<file path="src/rtl/cache_arbiter.sv">
// Arbitrates one shared L2 line port between an instruction-side reader and a data-side reader/writer.
// Latency: request seen in IDLE is granted at the next edge; resp is combinational with l2_resp, then one IDLE cycle.
// Backpressure: requesters hold their request until resp; the L2 port is held stable until l2_resp.
//
// Ports:
//   clk, rst                     clock, synchronous active-high reset
//   i_read/i_addr -> i_rdata/i_resp              instruction-side line read
//   d_read/d_write/d_addr/d_wdata -> d_rdata/d_resp  data-side line read or writeback
//   l2_read/l2_write/l2_addr/l2_wdata <- l2_rdata/l2_resp  shared L2 port
module cache_arbiter #(
    parameter int s_offset = 5,
    parameter int s_addr   = 32
) (
    input  logic                            clk,
    input  logic                            rst,
    input  logic                            i_read,
    input  logic [s_addr-1:0]               i_addr,
    output logic [8*(2**s_offset)-1:0]      i_rdata,
    output logic                            i_resp,
    input  logic                            d_read,
    input  logic                            d_write,
    input  logic [s_addr-1:0]               d_addr,
    input  logic [8*(2**s_offset)-1:0]      d_wdata,
    output logic [8*(2**s_offset)-1:0]      d_rdata,
    output logic                            d_resp,
    output logic                            l2_read,
    output logic                            l2_write,
    output logic [s_addr-1:0]               l2_addr,
    output logic [8*(2**s_offset)-1:0]      l2_wdata,
    input  logic [8*(2**s_offset)-1:0]      l2_rdata,
    input  logic                            l2_resp
);

    localparam int LINE = 8 * (2 ** s_offset);
    localparam logic GRANT_I = 1'b0;
    localparam logic GRANT_D = 1'b1;

    typedef enum logic [1:0] {
        IDLE    = 2'd0,
        SERVE_I = 2'd1,
        SERVE_D = 2'd2
    } state_t;

    state_t              r_state;
    state_t              w_next;
    logic                r_last_grant;
    logic                r_write;
    logic [s_addr-1:0]   r_addr;
    logic [LINE-1:0]     r_wdata;

    logic                w_i_pend;
    logic                w_d_pend;
    logic                w_grant_i;
    logic                w_grant_d;
    logic                w_live;
    logic                w_serving;
    logic [s_addr-1:0]   w_i_addr_aln;
    logic [s_addr-1:0]   w_d_addr_aln;

    assign w_i_pend     = i_read;
    assign w_d_pend     = d_read | d_write;
    assign w_i_addr_aln = {i_addr[s_addr-1:s_offset], {s_offset{1'b0}}};
    assign w_d_addr_aln = {d_addr[s_addr-1:s_offset], {s_offset{1'b0}}};

    // Grants are only decided in IDLE, so requester inputs are ignored
    // for the whole life of a transaction.
    always_comb begin
        w_next    = r_state;
        w_grant_i = 1'b0;
        w_grant_d = 1'b0;
        case (r_state)
            IDLE: begin
                if (w_i_pend && w_d_pend) begin
                    // Tie: give it to the side that did not win last time.
                    if (r_last_grant == GRANT_D) begin
                        w_grant_i = 1'b1;
                    end else begin
                        w_grant_d = 1'b1;
                    end
                end else if (w_i_pend) begin
                    w_grant_i = 1'b1;
                end else if (w_d_pend) begin
                    w_grant_d = 1'b1;
                end
                if (w_grant_i) begin
                    w_next = SERVE_I;
                end else if (w_grant_d) begin
                    w_next = SERVE_D;
                end
            end
            SERVE_I: begin
                if (l2_resp) begin
                    w_next = IDLE;
                end
            end
            SERVE_D: begin
                if (l2_resp) begin
                    w_next = IDLE;
                end
            end
            default: begin
                w_next = IDLE;
            end
        endcase
    end

    always_ff @(posedge clk) begin
        if (rst) begin
            r_state      <= IDLE;
            r_last_grant <= GRANT_D;
            r_write      <= 1'b0;
            r_addr       <= '0;
            r_wdata      <= '0;
        end else begin
            r_state <= w_next;
            if (w_grant_i) begin
                r_last_grant <= GRANT_I;
                r_write      <= 1'b0;
                r_addr       <= w_i_addr_aln;
                r_wdata      <= '0;
            end else if (w_grant_d) begin
                // A writeback wins over a read when both are raised together.
                r_last_grant <= GRANT_D;
                r_write      <= d_write;
                r_addr       <= w_d_addr_aln;
                r_wdata      <= d_write ? d_wdata : '0;
            end
        end
    end

    // Outputs are gated by rst so they read zero during the reset cycle
    // even if the state register still holds a serving state.
    assign w_live    = ~rst;
    assign w_serving = w_live && ((r_state == SERVE_I) || (r_state == SERVE_D));

    assign l2_read  = w_live && ((r_state == SERVE_I) || ((r_state == SERVE_D) && !r_write));
    assign l2_write = w_live && (r_state == SERVE_D) && r_write;
    assign l2_addr  = w_serving ? r_addr : '0;
    assign l2_wdata = w_serving ? r_wdata : '0;

    assign i_resp  = w_live && (r_state == SERVE_I) && l2_resp;
    assign d_resp  = w_live && (r_state == SERVE_D) && l2_resp;
    assign i_rdata = i_resp ? l2_rdata : '0;
    assign d_rdata = d_resp ? l2_rdata : '0;

endmodule

</file>
<file path="config.mk">
export PLATFORM = sky130hd
export DESIGN_NAME = cache_arbiter
export DESIGN_NICKNAME = d
export VERILOG_FILES = /design/src/rtl/cache_arbiter.sv
export SDC_FILE = /design/constraint.sdc
export NUM_CORES = 1
export LEC_CHECK = 0
export CAP_MARGIN = 0
export CORE_AREA = 2 2 548 550
export CTS_CLUSTER_SIZE = 24
export DETAILED_ROUTE_END_ITERATION = 8
export DIE_AREA = 0 0 550 552
export GPL_TIMING_DRIVEN = 0
export PLACE_DENSITY_LB_ADDON = 0.25
export SETUP_SLACK_MARGIN = 0.02
export SYNTH_ARGS = -nofsm -noshare
export SYNTH_HDL_FRONTEND = slang
export SYNTH_SLANG_ARGS = --single-unit
</file>
<file path="constraint.sdc">
create_clock -name clk -period 2.3 [get_ports clk]
set_input_delay 0.46 -clock clk [delete_from_list [all_inputs] [get_ports clk]]
set_output_delay 0.46 -clock clk [all_outputs]
set_load 0.02 [all_outputs]
</file>
Fig. 1: run 1, floorplan with the power grid
Bar = 200 um. Pins as bars on the die edge.
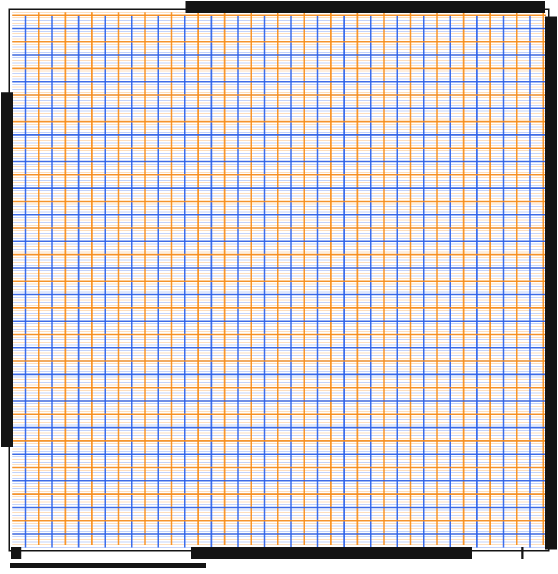
[orange] VDD
[blue] VSS
met4 straps: 40
rows: 201

Fig. 2: run 1, cell classes on the final placement
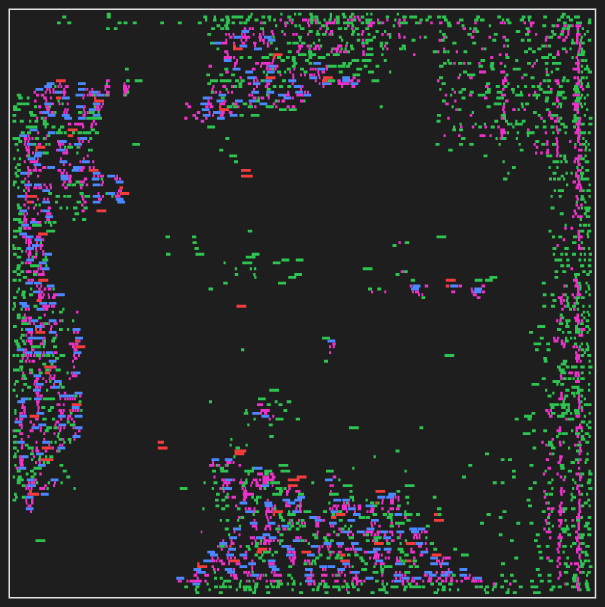
[green] other buffers and delay cells | cells: 1658
[blue] flops | cells: 287
[red] clock drivers and dummy loads | cells: 72
[magenta] combinational and other logic | cells: 1710

Fig. 3: run 1, clock distribution
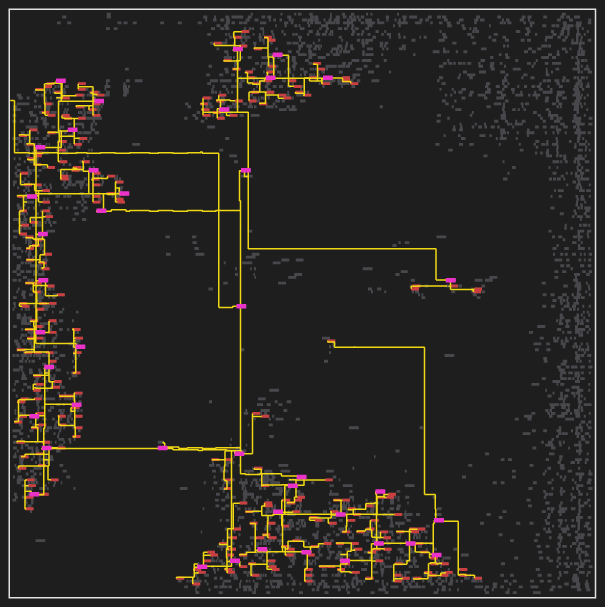
[magenta] clock drivers | count: 41
[yellow] clock wires | length: 6810 um
[red] flip-flops | count: 287
routed clock nets: 42

## run 1: final timing paths
check | start | end | slack (ps) | cells after the start
worst min-delay path | rst | r_addr[6] | 170 | 2
worst min register to register | r_wdata[242] | r_wdata[242] | 470 | 2
worst max register to register | r_state[0] | r_wdata[79] | -440 | 8
worst max-delay path | r_state[0] | d_rdata[183] | -630 | 8
## run 1: registers in the layout, summed over array words and instances (netlist names)
register	cells
r_addr	27
r_last_grant	1
r_state	2
r_wdata	256
r_write	1
## run 1: cells by family (layout without fill, tap and decap cells)
group                    after synthesis  count (layout)
adder cells (fa/ha/maj)                3               3
AND-OR/OR-AND                        580             580
flip-flops                           287             287
buffers and inverters                264            1734
AND/OR/NAND/NOR                     1118            1118
other                                  1              71
==> flow_summary.json <==
{
  "setup_violations": 1030,
  "yosys_warnings": 0,
  "routedLengthMet1_mm": 81.8,
  "postLayoutCoreUtil_pct": 12.5,
  "clock_skew_ps": 34.6,
  "violations": "negative setup slack",
  "cts-root-buf": "clkbuf_16",
  "hold_viol_final": 0,
  "clk_latency_ps": 640,
  "comb_power_share_pct": 34.5,
  "clk_path_buf_depth": 3,
  "sh_seq_area_pct": 15.5,
  "grt_use_met2_pct": 27.4,
  "netlist_area_um2": 16600,
  "vias": 23500,
  "nClkBuffers": 56,
  "status": "complete, but fails checks",
  "tightest_slew_ps": 1410,
  "post_cts_resized": 2647,
  "dr_wl_met3_mm": 18.7,
  "setup_slack_ps": -634,
  "vdd_drop_max_mv": 0.351,
  "cts_tree": "built",
  "top_logic_kind": "simple AND/OR/NAND/NOR gates",
  "synth_seq_share_pct": 34.6,
  "post_cts_buffers": 6,
  "antenna_found_initial": 157,
  "grtUsageMet1_pct": 14.8,
  "relSlewSlack_pct": 5.85,
  "end_kind": "output pin",
  "final_net_count": 4283,
  "dieWidth_um": 550,
  "rsz0062_at_grt": "yes",
  "signal_buffers": 1658,
  "fmax_mhz": 341,
  "syn_to_final_growth_pct": 124,
  "p_comb_uw": 6500,
  "die_area_um2": 304000,
  "dp_cells": 7584,
  "top_area_cell": "dfxtp_1",
  "stdcell_area_um2": 37100,
  "synthFlopType": "dfxtp_1",
  "edf_count": 0,
  "power_frac_clock_pct": 36.2,
  "top_layer": "met5",
  "grt_use_total_pct": 14.4,
  "place_congestion": 0.969,
  "hold_buffers": 0,
  "drive_gt1_share_pct": 30.2,
  "yosys-stat-area_um2": 16600,
  "aoi_share_pct": 18.3,
  "fillers": 34800,
  "vias_per_cell": 3.03,
  "p_int_uw": 11900,
  "fp.dieH_um": 552,
  "io_buffers": 1368,
  "hpwl_mm": 204,
  "core_um2": 298000,
  "synthSimpleGateAreaFrac_pct": 39.9,
  "postSynth.asyncResetShare_pct": 0,
  "fp_util_pct": 5.56,
  "final_cells": 7751,
  "max_cap_violations": 0,
  "period_used_pct": 128,
  "cts_max_level": 2,
  "syn-instance-count": 2253,
  "diodes": 66,
  "fin_crit_ps": 2930,
  "final_cell_mix": "and2_1, clkdlybuf4s50_1, o21ai_0, dfxtp_1, nand3_1",
  "slew_violations": 0,
  "placed_cell_area_um2": 35300,
  "path_class": "reg -> out",
  "io_pins": 1386,
  "drt_pass1_iterations": 6
}
